[src/rtl/gemm_host_sequencer_if.sv]
// gemm_host_sequencer_if
//   Bundles every non-clock/reset signal of gemm_host_sequencer:
//     command/status : cmd_start, busy, job_done, job_err
//     input stream   : in_valid, in_ready, in_data  (N*DW-bit rows)
//     output stream  : out_valid, out_ready, out_data
//     accelerator    : we_a/addr_a/wdata_a, we_b/addr_b/wdata_b,
//                      start_accel, done_accel, addr_c, rdata_c
//   modport master : the sequencer's view.
//   modport slave  : host + accelerator side (testbench / integration).
interface gemm_host_sequencer_if #(
    parameter int N  = 2,
    parameter int DW = 16,
    parameter int AW = 8
);
    logic              cmd_start;
    logic              busy;
    logic              job_done;
    logic              job_err;
    logic              in_valid;
    logic              in_ready;
    logic [N*DW-1:0]   in_data;
    logic              out_valid;
    logic              out_ready;
    logic [N*DW-1:0]   out_data;
    logic              we_a;
    logic [AW-1:0]     addr_a;
    logic [N*DW-1:0]   wdata_a;
    logic              we_b;
    logic [AW-1:0]     addr_b;
    logic [N*DW-1:0]   wdata_b;
    logic              start_accel;
    logic              done_accel;
    logic [AW-1:0]     addr_c;
    logic [N*DW-1:0]   rdata_c;

    modport master (
        input  cmd_start, in_valid, in_data, out_ready, done_accel, rdata_c,
        output busy, job_done, job_err, in_ready, out_valid, out_data,
               we_a, addr_a, wdata_a, we_b, addr_b, wdata_b, start_accel, addr_c
    );

    modport slave (
        output cmd_start, in_valid, in_data, out_ready, done_accel, rdata_c,
        input  busy, job_done, job_err, in_ready, out_valid, out_data,
               we_a, addr_a, wdata_a, we_b, addr_b, wdata_b, start_accel, addr_c
    );
endinterface

[src/rtl/gemm_host_sequencer.sv]
// gemm_host_sequencer
//   Runs one GEMM job on the accelerator per cmd_start: streams N B-rows then
//   N A-rows into the accelerator buffers, pulses start_accel, waits for
//   done_accel (bounded by TMO_CYC cycles), then reads the N C-rows back and
//   emits them on a valid/ready stream.
// Ports
//   clk  : clock
//   rst  : synchronous reset, active-high
//   bus  : gemm_host_sequencer_if.master (command/status, in/out streams,
//          accelerator buffer and control signals)
module gemm_host_sequencer #(
    parameter int N       = 2,
    parameter int DW      = 16,
    parameter int AW      = 8,
    parameter int TMO_CYC = 1024
) (
    input  logic                  clk,
    input  logic                  rst,
    gemm_host_sequencer_if.master bus
);
    localparam int CW = (N > 1) ? $clog2(N) : 1;
    localparam int TW = $clog2(TMO_CYC + 1);
    localparam logic [CW-1:0] ROW_LAST = CW'(N - 1);
    localparam logic [TW-1:0] TMO_LAST = TW'(TMO_CYC - 1);

    typedef enum logic [2:0] {
        IDLE, LOAD_B, LOAD_A, START, WAIT, RD_REQ, RD_CAP, FIN
    } state_t;

    state_t        state, state_next;
    logic [CW-1:0] row_cnt, cnt_next;
    logic [TW-1:0] tmo_cnt;
    logic          beat;
    logic          out_hs;
    logic          tmo_expire;

    // Handshake-visible outputs are pure functions of state.
    assign bus.in_ready = (state == LOAD_B) || (state == LOAD_A);
    assign bus.busy     = (state != IDLE) && (state != FIN);
    assign bus.job_done = (state == FIN);

    // NOTE: every always_comb output gets a default first so no path leaves it unassigned (no latch).
    always_comb begin
        state_next = state;
        cnt_next   = row_cnt;
        beat       = bus.in_valid && bus.in_ready;
        out_hs     = bus.out_valid && bus.out_ready;
        tmo_expire = (state == WAIT) && !bus.done_accel && (tmo_cnt == TMO_LAST);

        case (state)
            IDLE: if (bus.cmd_start) begin
                state_next = LOAD_B;
                cnt_next   = '0;
            end
            LOAD_B, LOAD_A: if (beat) begin
                if (row_cnt == ROW_LAST) begin
                    cnt_next   = '0;
                    state_next = (state == LOAD_B) ? LOAD_A : START;
                end else begin
                    cnt_next = row_cnt + CW'(1);
                end
            end
            START: state_next = WAIT;
            WAIT: begin
                if (bus.done_accel) begin
                    state_next = RD_REQ;
                    cnt_next   = '0;
                end else if (tmo_expire) begin
                    state_next = IDLE;
                end
            end
            RD_REQ: state_next = RD_CAP;
            RD_CAP: if (out_hs) begin
                if (row_cnt == ROW_LAST) begin
                    state_next = FIN;
                    cnt_next   = '0;
                end else begin
                    state_next = RD_REQ;
                    cnt_next   = row_cnt + CW'(1);
                end
            end
            FIN:     state_next = IDLE;
            default: state_next = IDLE;
        endcase
    end

    // NOTE: sequential state uses non-blocking assignments so every register samples pre-edge values.
    always_ff @(posedge clk) begin
        if (rst) begin
            state           <= IDLE;
            row_cnt         <= '0;
            tmo_cnt         <= '0;
            bus.job_err     <= 1'b0;
            bus.start_accel <= 1'b0;
            bus.we_a        <= 1'b0;
            bus.addr_a      <= '0;
            bus.wdata_a     <= '0;
            bus.we_b        <= 1'b0;
            bus.addr_b      <= '0;
            bus.wdata_b     <= '0;
            bus.addr_c      <= '0;
            bus.out_valid   <= 1'b0;
            bus.out_data    <= '0;
        end else begin
            state   <= state_next;
            row_cnt <= cnt_next;

            // Counts consecutive WAIT cycles; cleared whenever WAIT is left.
            tmo_cnt <= ((state == WAIT) && (state_next == WAIT)) ? tmo_cnt + TW'(1) : '0;

            if ((state == IDLE) && bus.cmd_start) begin
                bus.job_err <= 1'b0;
            end else if (tmo_expire) begin
                bus.job_err <= 1'b1;
            end

            // Registered from START so the pulse lands after the last A write
            // (presented during START) has been committed.
            bus.start_accel <= (state == START);

            bus.we_b <= beat && (state == LOAD_B);
            if (beat && (state == LOAD_B)) begin
                bus.addr_b  <= AW'(row_cnt);
                bus.wdata_b <= bus.in_data;
            end
            bus.we_a <= beat && (state == LOAD_A);
            if (beat && (state == LOAD_A)) begin
                bus.addr_a  <= AW'(row_cnt);
                bus.wdata_a <= bus.in_data;
            end

            // Address is set on entry to RD_REQ so read data is valid by RD_CAP.
            if (state_next == RD_REQ) begin
                bus.addr_c <= AW'(cnt_next);
            end

            // Output register: filled once per RD_CAP visit, held until taken.
            if ((state == RD_CAP) && !bus.out_valid) begin
                bus.out_valid <= 1'b1;
                bus.out_data  <= bus.rdata_c;
            end else if (out_hs) begin
                bus.out_valid <= 1'b0;
            end
        end
    end
endmodule

[src/flat_wrapper.sv]
// flat-port wrapper written by rule: the top's interface ports become plain ports
module gemm_host_sequencer_flat 
#(
    parameter int N       = 2,
    parameter int DW      = 16,
    parameter int AW      = 8,
    parameter int TMO_CYC = 1024
)
  (clk, rst, bus_cmd_start, bus_in_valid, bus_in_data, bus_out_ready, bus_done_accel, bus_rdata_c, bus_busy, bus_job_done, bus_job_err, bus_in_ready, bus_out_valid, bus_out_data, bus_we_a, bus_addr_a, bus_wdata_a, bus_we_b, bus_addr_b, bus_wdata_b, bus_start_accel, bus_addr_c);
  gemm_host_sequencer_if #(.N(N), .DW(DW), .AW(AW)) bus_i ();
  input  logic clk;
  input  logic rst;
  input wire logic [$bits(bus_i.cmd_start)-1:0] bus_cmd_start;
  input wire logic [$bits(bus_i.in_valid)-1:0] bus_in_valid;
  input wire logic [$bits(bus_i.in_data)-1:0] bus_in_data;
  input wire logic [$bits(bus_i.out_ready)-1:0] bus_out_ready;
  input wire logic [$bits(bus_i.done_accel)-1:0] bus_done_accel;
  input wire logic [$bits(bus_i.rdata_c)-1:0] bus_rdata_c;
  output wire logic [$bits(bus_i.busy)-1:0] bus_busy;
  output wire logic [$bits(bus_i.job_done)-1:0] bus_job_done;
  output wire logic [$bits(bus_i.job_err)-1:0] bus_job_err;
  output wire logic [$bits(bus_i.in_ready)-1:0] bus_in_ready;
  output wire logic [$bits(bus_i.out_valid)-1:0] bus_out_valid;
  output wire logic [$bits(bus_i.out_data)-1:0] bus_out_data;
  output wire logic [$bits(bus_i.we_a)-1:0] bus_we_a;
  output wire logic [$bits(bus_i.addr_a)-1:0] bus_addr_a;
  output wire logic [$bits(bus_i.wdata_a)-1:0] bus_wdata_a;
  output wire logic [$bits(bus_i.we_b)-1:0] bus_we_b;
  output wire logic [$bits(bus_i.addr_b)-1:0] bus_addr_b;
  output wire logic [$bits(bus_i.wdata_b)-1:0] bus_wdata_b;
  output wire logic [$bits(bus_i.start_accel)-1:0] bus_start_accel;
  output wire logic [$bits(bus_i.addr_c)-1:0] bus_addr_c;
  assign bus_i.cmd_start = bus_cmd_start;
  assign bus_i.in_valid = bus_in_valid;
  assign bus_i.in_data = bus_in_data;
  assign bus_i.out_ready = bus_out_ready;
  assign bus_i.done_accel = bus_done_accel;
  assign bus_i.rdata_c = bus_rdata_c;
  assign bus_busy = bus_i.busy;
  assign bus_job_done = bus_i.job_done;
  assign bus_job_err = bus_i.job_err;
  assign bus_in_ready = bus_i.in_ready;
  assign bus_out_valid = bus_i.out_valid;
  assign bus_out_data = bus_i.out_data;
  assign bus_we_a = bus_i.we_a;
  assign bus_addr_a = bus_i.addr_a;
  assign bus_wdata_a = bus_i.wdata_a;
  assign bus_we_b = bus_i.we_b;
  assign bus_addr_b = bus_i.addr_b;
  assign bus_wdata_b = bus_i.wdata_b;
  assign bus_start_accel = bus_i.start_accel;
  assign bus_addr_c = bus_i.addr_c;
  gemm_host_sequencer #(.N(N), .DW(DW), .AW(AW), .TMO_CYC(TMO_CYC)) u_core (.clk(clk), .rst(rst), .bus(bus_i));
endmodule
[config.mk]
export PLATFORM = sky130hd
export DESIGN_NAME = gemm_host_sequencer_flat
export DESIGN_NICKNAME = d
export VERILOG_FILES = /design/src/rtl/gemm_host_sequencer_if.sv /design/src/rtl/gemm_host_sequencer.sv /design/src/flat_wrapper.sv
export SDC_FILE = /design/constraint.sdc
export NUM_CORES = 1
export LEC_CHECK = 0
export ABC_AREA = 1
export CORE_MARGIN = 3
export CORE_UTILIZATION = 42
export DETAILED_ROUTE_END_ITERATION = 8
export GPL_TIMING_DRIVEN = 0
export HOLD_SLACK_MARGIN = 0.02
export PLACE_DENSITY = 0.8
export SETUP_SLACK_MARGIN = 0.1
export SYNTH_ARGS = -nofsm -noshare
export SYNTH_HDL_FRONTEND = slang
export SYNTH_SLANG_ARGS = --single-unit
export TNS_END_PERCENT = 30
[constraint.sdc]
create_clock -name clk -period 1.7 [get_ports clk]
set_clock_uncertainty 0.05 [all_clocks]
set_input_delay 0.34 -clock clk [delete_from_list [all_inputs] [get_ports clk]]
set_output_delay 0.34 -clock clk [all_outputs]
set_load 0.02 [all_outputs]
==> run_1/final_congestion.png <==
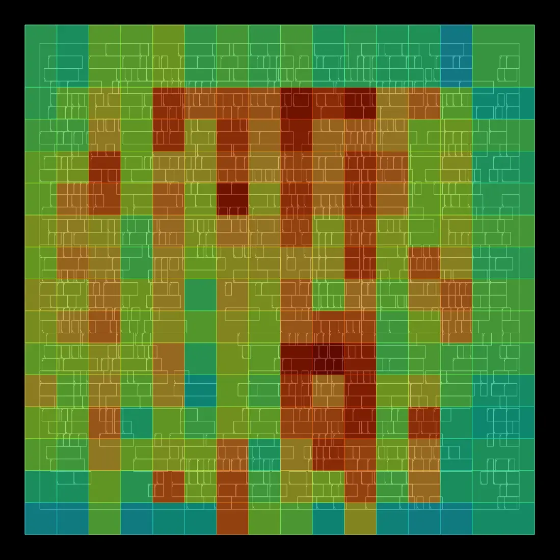
Routed WL per cell: 15.0 µm
Core Util, Final: 68.5%
Global Route met2 Usage: 38.6%
met3 Usage GRT: 8.33%
global routing met1 resource utilization: 25.9%

==> run_1/registers.png <==
Scale bar: 20 µm.
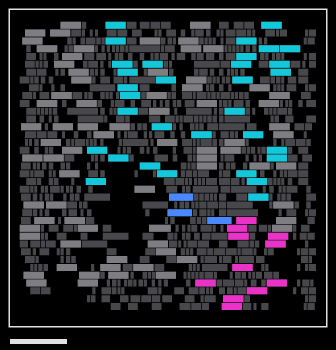
[blue] `u_core.state` | placed flops: 3
[cyan] `u_core.bus.wdata_a` | placed flops: 32
[magenta] `u_core.tmo_cnt` | placed flops: 11 | where: lower right
not coloured: 73

==> out/summary.json, run 1 <==
{
  "tritoncts.num_buffers": {"value": 17},
  "p_leak": {"value": 3.29, "unit": "nW"},
  "report.final.hold_viol_count": {"value": 0},
  "r2r_setup_slack": {"value": -0.05, "unit": "ns"},
  "switching_part_of_the_total": {"value": 24.6, "unit": "%"},
  "row_count": {"value": 37},
  "run_status": {"value": "finished, violations left"},
  "floorplan.die.height": {"value": 110, "unit": "µm"},
  "critPathLaunchType": {"value": "flip-flop"},
  "syn-cell-area": {"value": 4550, "unit": "µm²"},
  "muxShareOfSynthArea": {"value": 0, "unit": "%"},
  "crit_chain": {"value": "inv_4 > nor2_4 > nand2_4 > nand2_4 > buf_6"},
  "failed_checks": {"value": "negative setup slack"},
  "power.internal": {"value": 5.40, "unit": "mW"},
  "portBuffers": {"value": 175},
  "design_area": {"value": 7130, "unit": "µm²"},
  "synth_adder_area_share": {"value": 0.275, "unit": "%"},
  "synth-compound-area-share": {"value": 12.0, "unit": "%"},
  "cts.hold.buffers_added": {"value": 0},
  "worst-path-buf-inv": {"value": 2},
  "area_occupied_by_multi_input_gates": {"value": 1950, "unit": "µm²"},
  "clock_sink_count": {"value": 119},
  "clock_tree.buffer_depth": {"value": 2},
  "synth_largest_type_area_fraction": {"value": 52.4, "unit": "%"},
  "synth_simple_gate_area_share": {"value": 25.0, "unit": "%"},
  "first_global_vias": {"value": 4504},
  "critical_path.top_delay_family": {"value": "flip-flops"},
  "grt_pass1_wl": {"value": 21500, "unit": "µm"},
  "fraction_of_final_layout_cells_sized_beyond_drive_strength_1": {"value": 20.3, "unit": "%"},
  "dr_total_vias": {"value": 4635},
  "synthesis.area_per_instance": {"value": 7.72, "unit": "µm²"},
  "critical_path_depth": {"value": 5},
  "critPathArrivalTime": {"value": 1.46, "unit": "ns"},
  "min_from": {"value": "rst"},
  "worst_r2r_path_depth": {"value": 12},
  "synth_area_leader_cell": {"value": "sky130_fd_sc_hd__dfxtp_1"},
  "fp_util": {"value": 43.7, "unit": "%"},
  "boundaryPins": {"value": 198},
  "yosys_warnings": {"value": 0},
  "rsz0062_at_grt": {"value": "yes"},
  "yosys_cells": {"value": 589},
  "synthesis.instances": {"value": 589},
  "report.final.setup_viol": {"value": 12},
  "worst_skew_pair.late_latency": {"value": 0.51, "unit": "ns"},
  "area_growth_syn_to_layout": {"value": 56.9, "unit": "%"},
  "power_combinational": {"value": 0.627, "unit": "mW"},
  "fin_nets": {"value": 880},
  "grt_max_degree": {"value": 17},
  "first_iter_violations": {"value": 232},
  "drt_pass1_iterations": {"value": 5},
  "synth-area-yosys": {"value": 4550, "unit": "µm²"},
  "highest_count_cells_in_the_layout_ignoring_fill_and_taps": {"value": "sky130_fd_sc_hd__nor2_1, sky130_fd_sc_hd__dfxtp_1, sky130_fd_sc_hd__o21ai_0, sky130_fd_sc_hd__clkdlybuf4s50_1, sky130_fd_sc_hd__clkdlybuf4s15_1"},
  "worst_hold_slack": {"value": 0.138, "unit": "ns"},
  "layout.cells.most_common": {"value": "sky130_fd_sc_hd__nor2_1"},
  "setup_slack": {"value": -0.153, "unit": "ns"}
}
==> run_1/met2.png <==
Scale bar: 20 µm.
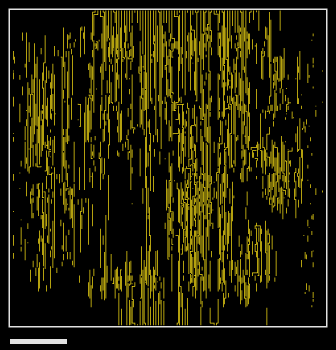
share of all routed wire: 49%
nets with wire on the layer: 744

==> run_1/met3.png <==
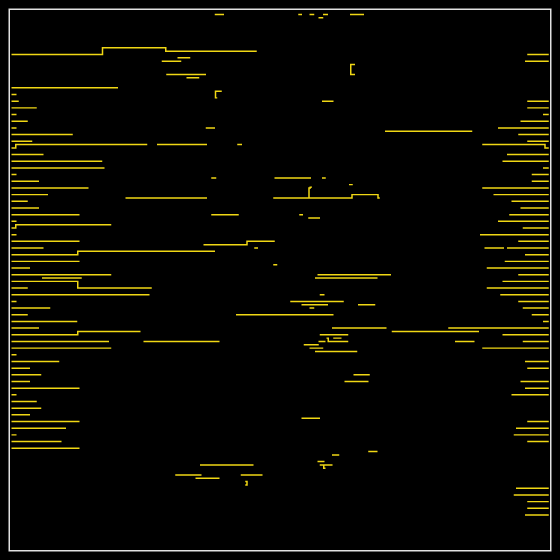
wire length on this layer: 1290 µm
nets with wire on the layer: 148

## run 1: final cells by class
| type | count | area share (%) |
|---|---|---|
| clock buffer | 17 | 5.81 |
| tap | 136 | 2.39 |
| clock inverter | 15 | 2.68 |
| timing repair buffer | 181 | 22.6 |
| inverter | 24 | 1.33 |
| multi-input combinational | 414 | 27.3 |
| sequential | 119 | 33.6 |
| buffer | 52 | 4.30 |
## run 1: routing by layer
layer  up-vias  global-route usage [%]  routed length [µm]  part of all wire, %
li1       2274                       -                   -                    -
met1      2117                    25.9                5600                   39
met2       206                    38.6                7070                   49
met3        38                    8.33                1290                  9.0
met4         0                    10.2                 454                  3.2
met5         -                       0                   0                    0
==> run 1 -> run 2 <==
--- a/config.mk
+++ b/config.mk
@@ -8,6 +8,7 @@
 export ABC_AREA = 1
 export CORE_MARGIN = 3
 export CORE_UTILIZATION = 42
+export CTS_CLUSTER_SIZE = 24
 export DETAILED_ROUTE_END_ITERATION = 8
 export GPL_TIMING_DRIVEN = 0
 export HOLD_SLACK_MARGIN = 0.02
==> run_2/met3.png <==
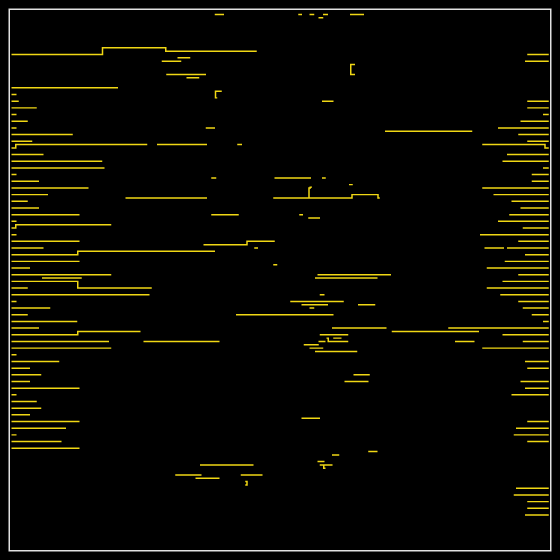
share of all routed wire: 9.0%
longest straight run: 27.8 µm

==> run 2 against run 1 <==
First-iteration DRC count stayed put; combinational power hardly changed; sequential cell count stayed put; non-clock buffer count stayed put; largest power group unchanged; routed wire length stayed put; critical path type unchanged; the flow still finishes with violations (negative setup slack); critical endpoint unchanged; utilization stayed put; largest cell class unchanged; maximum frequency stayed put; via count stayed put; die size stayed put; synthesized cell count stayed put.
==> out/summary.json, run 2 <==
{
  "critPathArrivalTime": {"value": 1.46, "unit": "ns"},
  "design_area": {"value": 7130, "unit": "µm²"},
  "failed_checks": {"value": "negative setup slack"},
  "first_global_vias": {"value": 4504},
  "run_status": {"value": "finished, violations left"},
  "buffer_area_share": {"value": 26.9, "unit": "%"},
  "critical_path.top_delay_family": {"value": "flip-flops"},
  "boundaryPins": {"value": 198},
  "grt_max_degree": {"value": 17},
  "layout.area.top_class": {"value": "flip-flops and latches"},
  "yosys_warnings": {"value": 0},
  "min_from": {"value": "rst"},
  "yosys_cells": {"value": 589},
  "synth_largest_type_area_fraction": {"value": 52.4, "unit": "%"},
  "grt_pass1_wl": {"value": 21500, "unit": "µm"},
  "worst_r2r_path_depth": {"value": 12},
  "synth_area_leader_cell": {"value": "sky130_fd_sc_hd__dfxtp_1"},
  "portBuffers": {"value": 175},
  "synth-area-yosys": {"value": 4550, "unit": "µm²"},
  "seq_cell_count": {"value": 119},
  "layout.cells.most_common": {"value": "sky130_fd_sc_hd__nor2_1"},
  "setup_slack": {"value": -0.153, "unit": "ns"},
  "wire_per_inst": {"value": 15.0, "unit": "µm"},
  "first_iter_violations": {"value": 232},
  "nWellTaps": {"value": 136},
  "fp_util": {"value": 43.7, "unit": "%"},
  "synthesis.instances": {"value": 589},
  "synth-compound-area-share": {"value": 12.0, "unit": "%"},
  "report.final.setup_viol": {"value": 12},
  "area_occupied_by_multi_input_gates": {"value": 1950, "unit": "µm²"},
  "buffers_excl_clock": {"value": 233},
  "critPathLaunchType": {"value": "flip-flop"},
  "synth_simple_gate_area_share": {"value": 25.0, "unit": "%"},
  "muxShareOfSynthArea": {"value": 0, "unit": "%"},
  "clockBufferCount": {"value": 17},
  "dr_total_vias": {"value": 4635},
  "cts.hold.buffers_added": {"value": 0},
  "highest_count_cells_in_the_layout_ignoring_fill_and_taps": {"value": "sky130_fd_sc_hd__nor2_1, sky130_fd_sc_hd__dfxtp_1, sky130_fd_sc_hd__o21ai_0, sky130_fd_sc_hd__clkdlybuf4s50_1, sky130_fd_sc_hd__clkdlybuf4s15_1"},
  "critical_path_depth": {"value": 5}
}
[run 2: cell families (layout without fill, tap and decap cells)]
kind of cell / Yosys count / count (layout)
adders and majority gates: 1 / 1
buffers and inverters: 76 / 289
xor gates and xnor gates: 9 / 9
DFF: 119 / 119
other: 1 / 21
AOI/OAI and AO/OA: 107 / 107
and+or+nand+nor: 276 / 276
[run 2: metal layers]
metal / vias up / part of all wire [%] / global-route usage, %
li1: 2274 / - / -
met1: 2117 / 39 / 25.9
met2: 206 / 49 / 38.6
met3: 38 / 9.0 / 8.33
met4: 0 / 3.2 / 10.2
met5: - / 0 / 0
No activity file was given, so power comes from the tool's default toggle rates.
